`src/rtl/mutex_req_ctrl.sv`:
```
// Two-client front end for an asynchronous mutex: synchronised grants, four-phase request handshake, hold timeout.
// Optional sticky exclusion checker enabled by defining MUTEX_REQ_CTRL_EXCL_CHECK_EN.
module mutex_req_ctrl #(
  parameter int SYNC_STAGES = 2,
  parameter int MAX_HOLD    = 16
) (
  input  logic clk,
  input  logic reset,
  input  logic cli_req_a,
  input  logic cli_req_b,
  input  logic cli_done_a,
  input  logic cli_done_b,
  output logic cli_gnt_a,
  output logic cli_gnt_b,
  output logic r1,
  output logic r2,
  input  logic g1,
  input  logic g2,
  output logic timeout_a,
  output logic timeout_b,
  output logic excl_err
);

  typedef enum logic [1:0] {IDLE = 2'd0, REQ = 2'd1, OWN = 2'd2, REL = 2'd3} state_t;

  logic [SYNC_STAGES-1:0] sync1_r, sync2_r;
  logic [1:0]             gs_s, req_s, done_s, gnt_s, r_s, to_s;
  logic [2:0]             settle_r;
  logic                   settled_s;

  // Grant synchronisers and post-reset settle counter.
  always_ff @(posedge clk or negedge reset) begin
    if (!reset) begin
      sync1_r  <= '0;
      sync2_r  <= '0;
      settle_r <= 3'd0;
    end else begin
      sync1_r <= {sync1_r[SYNC_STAGES-2:0], g1};
      sync2_r <= {sync2_r[SYNC_STAGES-2:0], g2};
      if (!settled_s) settle_r <= settle_r + 3'd1;
      else            settle_r <= settle_r;
    end
  end

  // Requests are blocked until the synchronisers hold real grant samples, so a
  // grant still high across reset is seen before any new request is raised.
  assign settled_s = (settle_r == 3'(SYNC_STAGES));
  assign gs_s      = {sync2_r[SYNC_STAGES-1], sync1_r[SYNC_STAGES-1]};
  assign req_s     = {cli_req_b, cli_req_a};
  assign done_s    = {cli_done_b, cli_done_a};

  for (genvar ch = 0; ch < 2; ch++) begin : g_chan
    state_t     state_r;
    logic [7:0] cnt_r;
    logic       drop_r, gnt_r, r_r, to_r;

    // Per-channel handshake FSM with registered outputs.
    always_ff @(posedge clk or negedge reset) begin
      if (!reset) begin
        state_r <= IDLE;
        cnt_r   <= 8'd0;
        drop_r  <= 1'b0;
        gnt_r   <= 1'b0;
        r_r     <= 1'b0;
        to_r    <= 1'b0;
      end else begin
        to_r <= 1'b0;
        case (state_r)
          IDLE: begin
            if (settled_s && req_s[ch] && !gs_s[ch]) begin
              state_r <= REQ;
              r_r     <= 1'b1;
              drop_r  <= 1'b0;
            end else begin
              state_r <= IDLE;
            end
          end
          REQ: begin
            drop_r <= drop_r | !req_s[ch];
            if (gs_s[ch]) begin
              state_r <= OWN;
              gnt_r   <= !drop_r && req_s[ch];
              cnt_r   <= 8'd0;
            end else begin
              state_r <= REQ;
            end
          end
          OWN: begin
            // A withdrawn request or done wins over the timeout on the same cycle.
            if (drop_r || done_s[ch]) begin
              state_r <= REL;
              r_r     <= 1'b0;
              gnt_r   <= 1'b0;
            end else if (cnt_r >= 8'(MAX_HOLD - 1)) begin
              state_r <= REL;
              r_r     <= 1'b0;
              gnt_r   <= 1'b0;
              to_r    <= 1'b1;
              cnt_r   <= 8'(MAX_HOLD);
            end else begin
              cnt_r <= cnt_r + 8'd1;
            end
          end
          REL: begin
            if (!gs_s[ch]) state_r <= IDLE;
            else           state_r <= REL;
          end
          default: begin
            state_r <= IDLE;
            r_r     <= 1'b0;
            gnt_r   <= 1'b0;
          end
        endcase
      end
    end

    assign gnt_s[ch] = gnt_r;
    assign r_s[ch]   = r_r;
    assign to_s[ch]  = to_r;
  end

  assign cli_gnt_a = gnt_s[0];
  assign cli_gnt_b = gnt_s[1];
  assign r1        = r_s[0];
  assign r2        = r_s[1];
  assign timeout_a = to_s[0];
  assign timeout_b = to_s[1];

`ifdef MUTEX_REQ_CTRL_EXCL_CHECK_EN
  logic excl_r;

  // Sticky flag for both clients owning the resource at once.
  always_ff @(posedge clk or negedge reset) begin
    if (!reset) excl_r <= 1'b0;
    else        excl_r <= excl_r | (gnt_s[0] & gnt_s[1]);
  end

  assign excl_err = excl_r;
`else
  assign excl_err = 1'b0;
`endif

endmodule

```
`config.mk`:
```
export PLATFORM = sky130hd
export DESIGN_NAME = mutex_req_ctrl
export DESIGN_NICKNAME = d
export VERILOG_FILES = /design/src/rtl/mutex_req_ctrl.sv
export SDC_FILE = /design/constraint.sdc
export NUM_CORES = 1
export LEC_CHECK = 0
export ABC_AREA = 1
export CAP_MARGIN = 25
export CORE_AREA = 2 2 57 59
export CTS_CLUSTER_SIZE = 28
export DETAILED_ROUTE_END_ITERATION = 8
export DIE_AREA = 0 0 59 61
export PLACE_DENSITY = 0.75
export SLEW_MARGIN = 20
export SYNTH_ARGS = -nofsm -noshare
export SYNTH_HDL_FRONTEND = slang
export SYNTH_SLANG_ARGS = --single-unit
```
`constraint.sdc`:
```
create_clock -name clk -period 1.8 [get_ports clk]
set_input_delay 0.27 -clock clk [delete_from_list [all_inputs] [get_ports clk]]
set_output_delay 0.27 -clock clk [all_outputs]
set_load 0.005 [all_outputs]
```
**Run 1: where the registers sit**

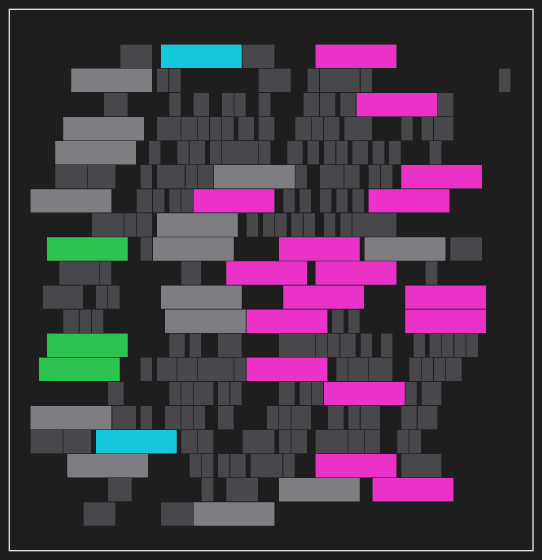
Key: `settle_r` = green [sequential cells 3]; `g_chan.cnt_r` = magenta [sequential cells 16]; `g_chan.drop_r` = cyan [sequential cells 2]

**Run 1: clock nets**

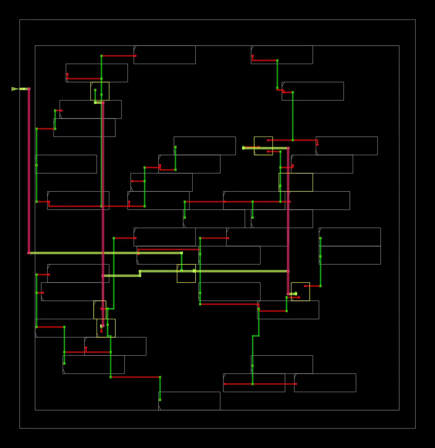
clk_skew: 7.16 ps
registers: 35
cts bufs inserted: 5

**Run 1: gate families picked out**

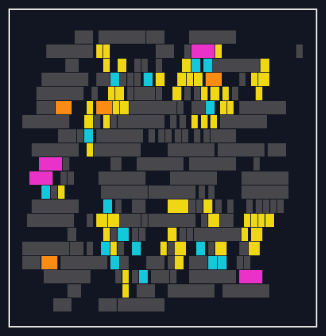
Key: XOR/XNOR gates = orange [cells 4, most used xor2_1]; inverting AOI/OAI gates = cyan [cells 16, most used o21ai_0]; NAND gates = yellow [cells 53, most used nand2_1]; adder and majority cells = magenta [cells 4, most used ha_1]
Comb area share: 32.2%
Top cell excl fill/tap: dfrtp_1
final cell count without fillers: 235

==> flow_summary.toml, run 1 <==
# implementation run metrics
[logic_synthesis]
ys_sh_aoi_pct = 5.63
synth-seq-cells = 35
netlist_logic_family_top = "simple AND/OR/NAND/NOR gates"
fa_ha_area_share_pct = 3.17
syn_area_um2 = 1580
yosysTopAreaCell = "dfrtp_1"
post-synth-top-count-cell = "dfrtp_1"
synth.mux.area_fraction_pct = 0
ys_sh_simple_pct = 25.6
top_cell_area_share_pct = 55.5
ys.flop_type = "dfrtp_1"

[cts]
cts_tree = "yes"
cts_resized = 0
cts_root_buf = "clkbuf_4"
cts_buffer_depth = 2

[timing]
final_max_slew_viol_count = 0
period_minus_slack_ps = 1540
setup_slack_ps = 261
max_freq_ghz = 0.650
finalCritPeriodShare_pct = 85.5

[setup_path]
endpoint = "g_chan[1].drop_r"
cp.arrival_ps = 1770
worst-path-buf-inv = 2
reg2reg_slack_ps = 260
path_max_fanout = 6

[layout]
n_all_inverters = 30
clkCellAreaFrac_pct = 3.12
largest_class = "registers"
regMostFlops = "g_chan.cnt_r"
top_regs = "g_chan.cnt_r: 16 flops, settle_r: 3 flops"
buf_share_pct = 7.62
area_growth_pct = 14.4
nMultiInputCombCells = 116

[placement]
placed_area_um2 = 1750
io_buffers = 13
hpwl_um = 1980

[power]
pg_seq_mw = 1.02
ir_drop_uv = 589

[global_routing]
overflow = 0
antenna_found_initial = 0
grt_use_met2_pct = 31.1

[route]
wl_met3_um = 129
drt_first_iter_violations = 55

[run_status]
status = "completed"
**Run 1: clock network drawn from the DEF**

The bar under the picture is 20 um long.
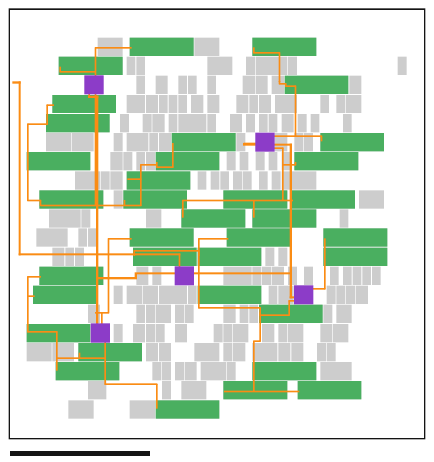

==> run 1 -> run 2 <==
CORE_AREA = 2 2 60 62   (was 2 2 57 59)
DIE_AREA = 0 0 62 64   (was 0 0 59 61)
PLACE_DENSITY = 0.67   (was 0.75)
**Run 2: clock network drawn from the DEF**

The bar under the picture is 20 um long.
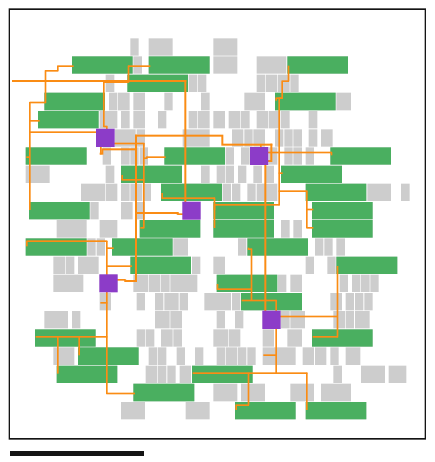
Key: clock drivers = purple [count 5]; clock wires = orange [length 442 um]; flip-flops = green [count 35]
There are 6 routed clock nets. Position of the flops: all over the die.

**Run 2: placement by cell class**

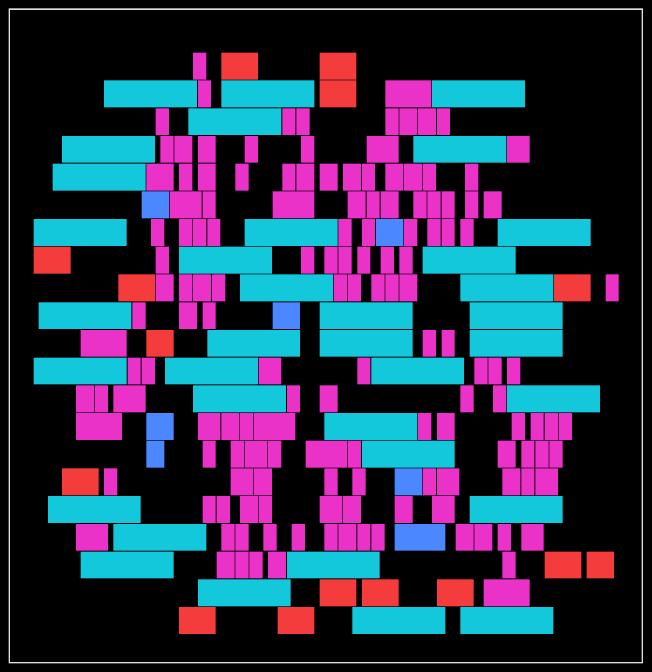
Key: combinational and other logic = magenta [cells 146]; clock drivers and dummy loads = blue [cells 7]; flops = cyan [cells 35]; other buffers and delay cells = red [cells 15]
utilization after layout: 55.7%
Core Box Area: 3280 um^2
design area: 1830 um^2
Site Rows: 21

==> flow_summary.toml, run 2 <==
# implementation run metrics
[layout]
buf_share_pct = 7.93
top_regs = "g_chan.cnt_r: 16 flops, settle_r: 3 flops"
finalNonFillerCells = 249
comb_area_share_pct = 31.8
area_growth_pct = 15.9
n_all_inverters = 30
lay_top_count = "dfrtp_1"
nMultiInputCombCells = 116
regMostFlops = "g_chan.cnt_r"
nClkBuffers = 6
clkCellAreaFrac_pct = 3.08

[cts]
ctsHtreeMaxLevel = 2
cts_root_buf = "clkbuf_4"
cts_tree = "yes"
cts_buffer_depth = 2
cts_inserted_buffers = 5

[timing]
final_max_slew_viol_count = 0
finalCritPeriodShare_pct = 81.6
rsz0062_at_grt = "false"
skew_ps = 9.02
max_freq_ghz = 0.681
setup_slack_ps = 331
period_minus_slack_ps = 1470

[logic_synthesis]
synth-seq-cells = 35
synth.mux.area_fraction_pct = 0
ys_sh_simple_pct = 25.6
netlist_logic_family_top = "simple AND/OR/NAND/NOR gates"
post-synth-top-count-cell = "dfrtp_1"
syn_area_um2 = 1580
top_cell_area_share_pct = 55.5

[setup_path]
reg2reg_slack_ps = 330
endpoint = "g_chan[0].cnt_r[1]"
path_max_fanout = 5
worst-path-buf-inv = 0
cp.arrival_ps = 1730

[placement]
io_buffers = 13
placed_area_um2 = 1770

[global_routing]
overflow = 0
grt_pass1_wl_um = 5050
antenna_found_initial = 0

[run_status]
status = "completed"

[route]
wl_met3_um = 100
drt_first_iter_violations = 58

[power]
ir_drop_uv = 649
seqPwrFrac_pct = 47.4
**Run 2: where the registers sit**

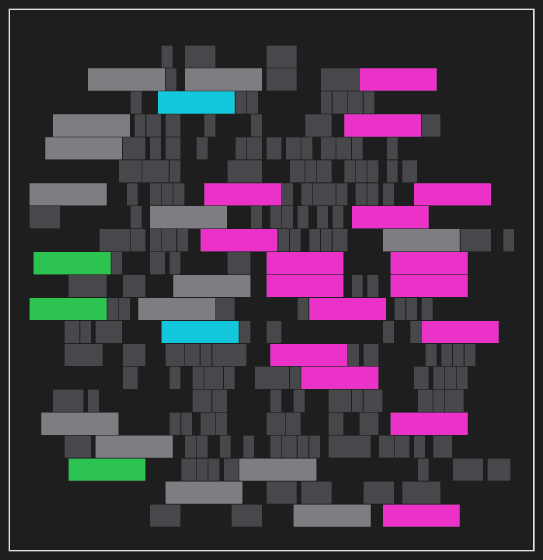
Key: `g_chan.cnt_r` = magenta [sequential cells 16]; `g_chan.drop_r` = cyan [sequential cells 2]; `settle_r` = green [sequential cells 3]
Another 14 sequential cells are not colored.
Seq/total area: 47.9%
P_seq: 1.02 mW
Seq. cell area: 876 um^2

Power figures rest on the tool's default switching activity, not on a simulated workload.
